A small window of the routed layout:
Window x 24 to 49, y 25 to 50 um. Cells in gray, sequential cells in the stronger gray; small squares are vias.
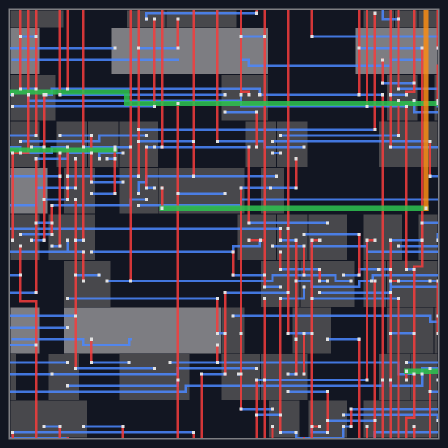
Drive-strength map:
Scale: 6 px per um.
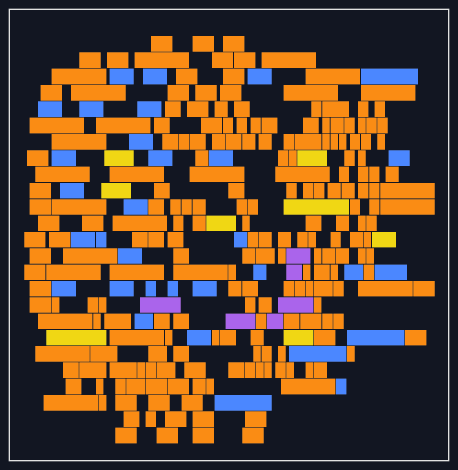
Routing congestion:
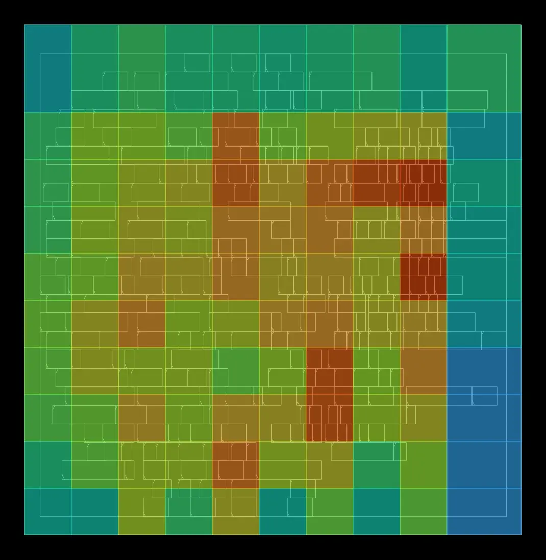
<file path="src/rtl/dvf_rst_seq_ctrl.sv">
// Reset sequencer for a downstream domain: power-on reset, then round-robin
// service of reset requesters with programmable pre/assert/post phases.
module dvf_rst_seq_ctrl #(
  parameter int NUM_REQ   = 3,
  parameter int CNT_W     = 8,
  parameter int DEF_WIDTH = 16,
  parameter int DEF_POST  = 4
) (
  input  logic                       clk,
  input  logic                       rst,
  input  logic [NUM_REQ-1:0]         req,
  output logic [NUM_REQ-1:0]         ack,
  input  logic [CNT_W-1:0]           cfg_pre_clks,
  input  logic [CNT_W-1:0]           cfg_width_clks,
  input  logic [CNT_W-1:0]           cfg_post_clks,
  output logic                       rst_out,
  output logic                       busy,
  output logic [2:0]                 state_o,
  output logic [$clog2(NUM_REQ)-1:0] grant_src
);

  localparam int SW = $clog2(NUM_REQ);

  typedef enum logic [2:0] {
    IDLE   = 3'd0,
    PRE    = 3'd1,
    ASSERT = 3'd2,
    POST   = 3'd3,
    DONE   = 3'd4,
    POR    = 3'd5
  } state_t;

  state_t           state, state_n;
  logic [CNT_W-1:0] cnt, cnt_n;
  logic [CNT_W-1:0] wid, wid_n;
  logic [CNT_W-1:0] post, post_n;
  logic [SW-1:0]    src, src_n;
  logic [SW-1:0]    ptr, ptr_n;
  logic             por_run, por_n;

  logic             found;
  logic [SW-1:0]    win;
  logic [SW-1:0]    jj;
  logic [SW-1:0]    win_nxt;
  logic [CNT_W-1:0] wid_eff;
  logic             last;
  int               j;

  // first set request at or after the pointer, wrapping
  always_comb begin
    found = 1'b0;
    win   = '0;
    jj    = '0;
    j     = 0;
    for (int i = 0; i < NUM_REQ; i++) begin
      j = int'(ptr) + i;
      if (j >= NUM_REQ) j = j - NUM_REQ;
      jj = SW'(j);
      if (!found && req[jj]) begin
        found = 1'b1;
        win   = jj;
      end
    end
  end

  assign win_nxt = (win == SW'(NUM_REQ-1)) ? '0 : win + 1'b1;
  assign wid_eff = (cfg_width_clks == '0) ? CNT_W'(1) : cfg_width_clks;
  assign last    = (cnt <= CNT_W'(1));

  always_comb begin
    state_n = state;
    cnt_n   = cnt;
    wid_n   = wid;
    post_n  = post;
    src_n   = src;
    ptr_n   = ptr;
    por_n   = por_run;
    unique case (state)
      POR: begin
        if (!last) begin
          cnt_n = cnt - 1'b1;
        end else if (DEF_POST != 0) begin
          state_n = POST;
          cnt_n   = CNT_W'(DEF_POST);
        end else begin
          state_n = IDLE;
          por_n   = 1'b0;
        end
      end
      IDLE: begin
        if (found) begin
          src_n  = win;
          ptr_n  = win_nxt;
          wid_n  = wid_eff;
          post_n = cfg_post_clks;
          if (cfg_pre_clks != '0) begin
            state_n = PRE;
            cnt_n   = cfg_pre_clks;
          end else begin
            state_n = ASSERT;
            cnt_n   = wid_eff;
          end
        end
      end
      PRE: begin
        if (!last) begin
          cnt_n = cnt - 1'b1;
        end else begin
          state_n = ASSERT;
          cnt_n   = wid;
        end
      end
      ASSERT: begin
        if (!last) begin
          cnt_n = cnt - 1'b1;
        end else if (post != '0) begin
          state_n = POST;
          cnt_n   = post;
        end else begin
          state_n = DONE;
        end
      end
      POST: begin
        if (!last) begin
          cnt_n = cnt - 1'b1;
        end else if (por_run) begin
          // power-on post-delay ends without an ack
          state_n = IDLE;
          por_n   = 1'b0;
        end else begin
          state_n = DONE;
        end
      end
      DONE: state_n = IDLE;
      default: state_n = IDLE;
    endcase
  end

  always_ff @(posedge clk or posedge rst) begin
    if (rst) begin
      state   <= POR;
      cnt     <= CNT_W'(DEF_WIDTH);
      wid     <= '0;
      post    <= '0;
      src     <= '0;
      ptr     <= '0;
      por_run <= 1'b1;
    end else begin
      state   <= state_n;
      cnt     <= cnt_n;
      wid     <= wid_n;
      post    <= post_n;
      src     <= src_n;
      ptr     <= ptr_n;
      por_run <= por_n;
    end
  end

  assign rst_out   = (state == ASSERT) || (state == POR);
  assign busy      = (state != IDLE);
  assign state_o   = state;
  assign grant_src = src;
  assign ack       = (state == DONE) ? (NUM_REQ'(1) << src) : '0;

endmodule

</file>
<file path="config.mk">
export PLATFORM = sky130hd
export DESIGN_NAME = dvf_rst_seq_ctrl
export DESIGN_NICKNAME = d
export VERILOG_FILES = /design/src/rtl/dvf_rst_seq_ctrl.sv
export SDC_FILE = /design/constraint.sdc
export NUM_CORES = 1
export LEC_CHECK = 0
export CAP_MARGIN = 20
export CORE_AREA = 2 2 71 73
export DETAILED_ROUTE_END_ITERATION = 8
export DIE_AREA = 0 0 73 75
export GPL_TIMING_DRIVEN = 0
export PLACE_DENSITY = 0.66
export SYNTH_ARGS = -nofsm -noshare
export SYNTH_HDL_FRONTEND = slang
export SYNTH_SLANG_ARGS = --single-unit
</file>
<file path="constraint.sdc">
create_clock -name clk -period 2.9 [get_ports clk]
set_clock_uncertainty 0.05 [all_clocks]
set_input_delay 0.58 -clock clk [delete_from_list [all_inputs] [get_ports clk]]
set_output_delay 0.58 -clock clk [all_outputs]
set_load 0.01 [all_outputs]
</file>
==> summary.txt <==
run metrics: detailed placer's ending HPWL=3920 um, Comb area=~1200 um2, Final Hold Viols=0, Max-Cap Viols=0, DRC violations left=0, hold depth=2, MUX share of area=0.123, Hold-fix buffers, CTS=0, synth warn=0, Initial Util=0.440, Tightest Hold Check Type=register to register, Critical-path top delay cell=dfstp_2, fin crit share=0.961, CTS root buffer=clkbuf_8, end point of the critical path=rst_out, via count=around 1800, clk_lat worst skew=just under 0.3 ns, Synth top area share=0.342, critical path required time=2.27 ns, Peak VDD IR=between 0.4 and 0.5 mV, Worst path max stage delay=0.58 ns, final setup violation count=0, DR vias/cell=approximately 5.6, Placed Area=roughly 2500 um2, top cells by area=dfrtp_1, mux2_2, a21oi_1, first-pass GRT wire length=around 8300 um, CTS Buffer Depth=2, OpenROAD warning count=31, die x size=between 70 and 80 um, final layout net count=between 200 and 300, start point of the critical path=state_o[0], vias in the first global route=~1700, worst slew pin tran=between 0.7 and 0.8 ns, layout cells sized above 1=0.174, Worst path depth=5, unrepaired setup endpoints after global routing=true, synthesized area=about 2000 um2, aoi share=0.247, Post-synth regs=32, status=finished, final reports clean, number of clock sinks=32, H-tree levels=2, Fillers=404, Sequential cell area=approximately 800 um2, yosys xor share=0, R2R cell count=8, cell family with most CP delay=buffers and inverters, Finished Layout Cells=318, WP data arrival=roughly 2.2 ns, CTS tree=yes, IO Count=39, endpoint class of the critical path=output pin, Yosys Instances=about 220, mean post-synth cell area=9.40 um2, R2R Path End=wid[3], slew margin rel.=0.464, DR pass1 iterations=4, Place WS=about 0.037 ns, RePlAce Congestion=about 0.86, startpoint types=register, Cell variety after synth=between 40 and 50, Power Density=946 nW/um2, top cells by count, synth=dfrtp_1, a21oi_1, mux2_2, Worst R2R Setup Slack=about 0.33 ns, Placed Cells=311, Hold Path Origin=por_run, most used flip-flop cell=dfrtp_1, IO buf count=38, overall power=around 0.0025 W, busiest grt layer=met2, die area=5480 um2, Layout Utilization=0.567, crit-path cells=nor2b_1 > clkbuf_4 > nand2_1 > o21ai_0 > clkdlybuf4s50_1, Core Rows=25, most common cell in the synthesized netlist=dfrtp_1, Worst Hold Endpoint=por_run, final count of pins violating max slew=0, ant diodes=0, CTS Buf Count=5, Resize count post-CTS=2, clk slew on worst S/H paths=approximately 0.07 ns, most frequent logic cell in the layout=clkdlybuf4s50_1, crit path time final=2.79 ns, asr flop ratio synth=1.00, GRT Residual Overflow=0, Setup Crit Path Kind=register to output pin, post-route ant nets=0, commonest cells after routing, fill and taps aside=clkdlybuf4s50_1, dfrtp_1, a21oi_1, Post-synth EDFFs=0, P_leak=approximately 1.1 nW, Syn Nets=between 200 and 300, worst flop-to-flop path startpoint=ptr[0], drt wl/cell=approximately 16 um, YS chip area=just over 2000 um2, Initial DRC Count=107, Synth area leader=dfrtp_1, Post-Syn Instances=roughly 220, comb area leader=AND-OR/OR-AND gates, FMAX=~0.36 GHz, Seq/Total Area, Yosys=0.393, Die Y=75 um, adder-cell share of the synthesized area=0.0366, CP max FO=10, initial antenna violation count=0, Core ar.=4660 um2, largest net degree at the start of global routing=23, hold slack=slightly below 0.4 ns, Post-Synth Simple-Gate Area=0.156, WP buf/inv=2, postcts setup bufs=0, Total Wirelength=~5000 um, Setup TNS Final=0 ns
Back to the opening pictures, 'a small window of the routed layout':
Key: M4 = orange; M3 = green; M1 = blue; M2 = red
Netlist names of flops here include wid (2), cnt (1). 41 logic cells have their middle in the window. Sequential cells in the window: 3. Most frequent: a22oi_1 (4), a21oi_1 (4), o21ai_0 (4).

Back to the opening pictures, 'drive-strength map':
Key: x3 and x4 = purple [cells 6, share 2.3%]; x6 and larger = yellow [cells 8, share 3.0%]; x1 and smaller = orange [cells 218, share 83%]; x2 = blue [cells 32, share 12%]
area grow syn2layout: 29.0%
fin area: 2640 um2
nonclk buf count: 47
final setup margin: 0.114 ns

Back to the opening pictures, 'routing congestion':
met3 usage: 0.0361
met2 usage in global routing: 0.302
total track usage: 0.198
routing usage on met1: 0.286

==> state kept, by name, indices dropped and copies added, names as in the netlist <==
name / cells
cnt: 8
state_o: 3
por_run: 1
ptr: 2
grant_src: 2
wid: 8
post: 8
==> report_power, final <==
part,internal [W],total (W),leakage (nW),switching (W)
Sequential,0.000672,0.000859,0.374,0.000188
Combinational,0.000597,0.00121,0.626,0.000614
Clock,0.000254,0.000431,0.0541,0.000177
==> layout make-up <==
cell class	count	share of cell area
Tap cell	54	0.0256
Inverter	12	0.0170
Multi-Input combinational cell	165	0.439
Sequential cell	32	0.305
Timing Repair Buffer	39	0.154
Clock buffer	5	0.0260
Buffer	8	0.0170
Clock inverter	3	0.0161
==> per-layer routing <==
metal,vias to the layer above,share of wire
met4,0,0.0046
met3,2,0.031
li1,907,-
met5,-,0
met2,39,0.46
met1,843,0.50
No activity file was given, so power comes from the tool's default toggle rates.
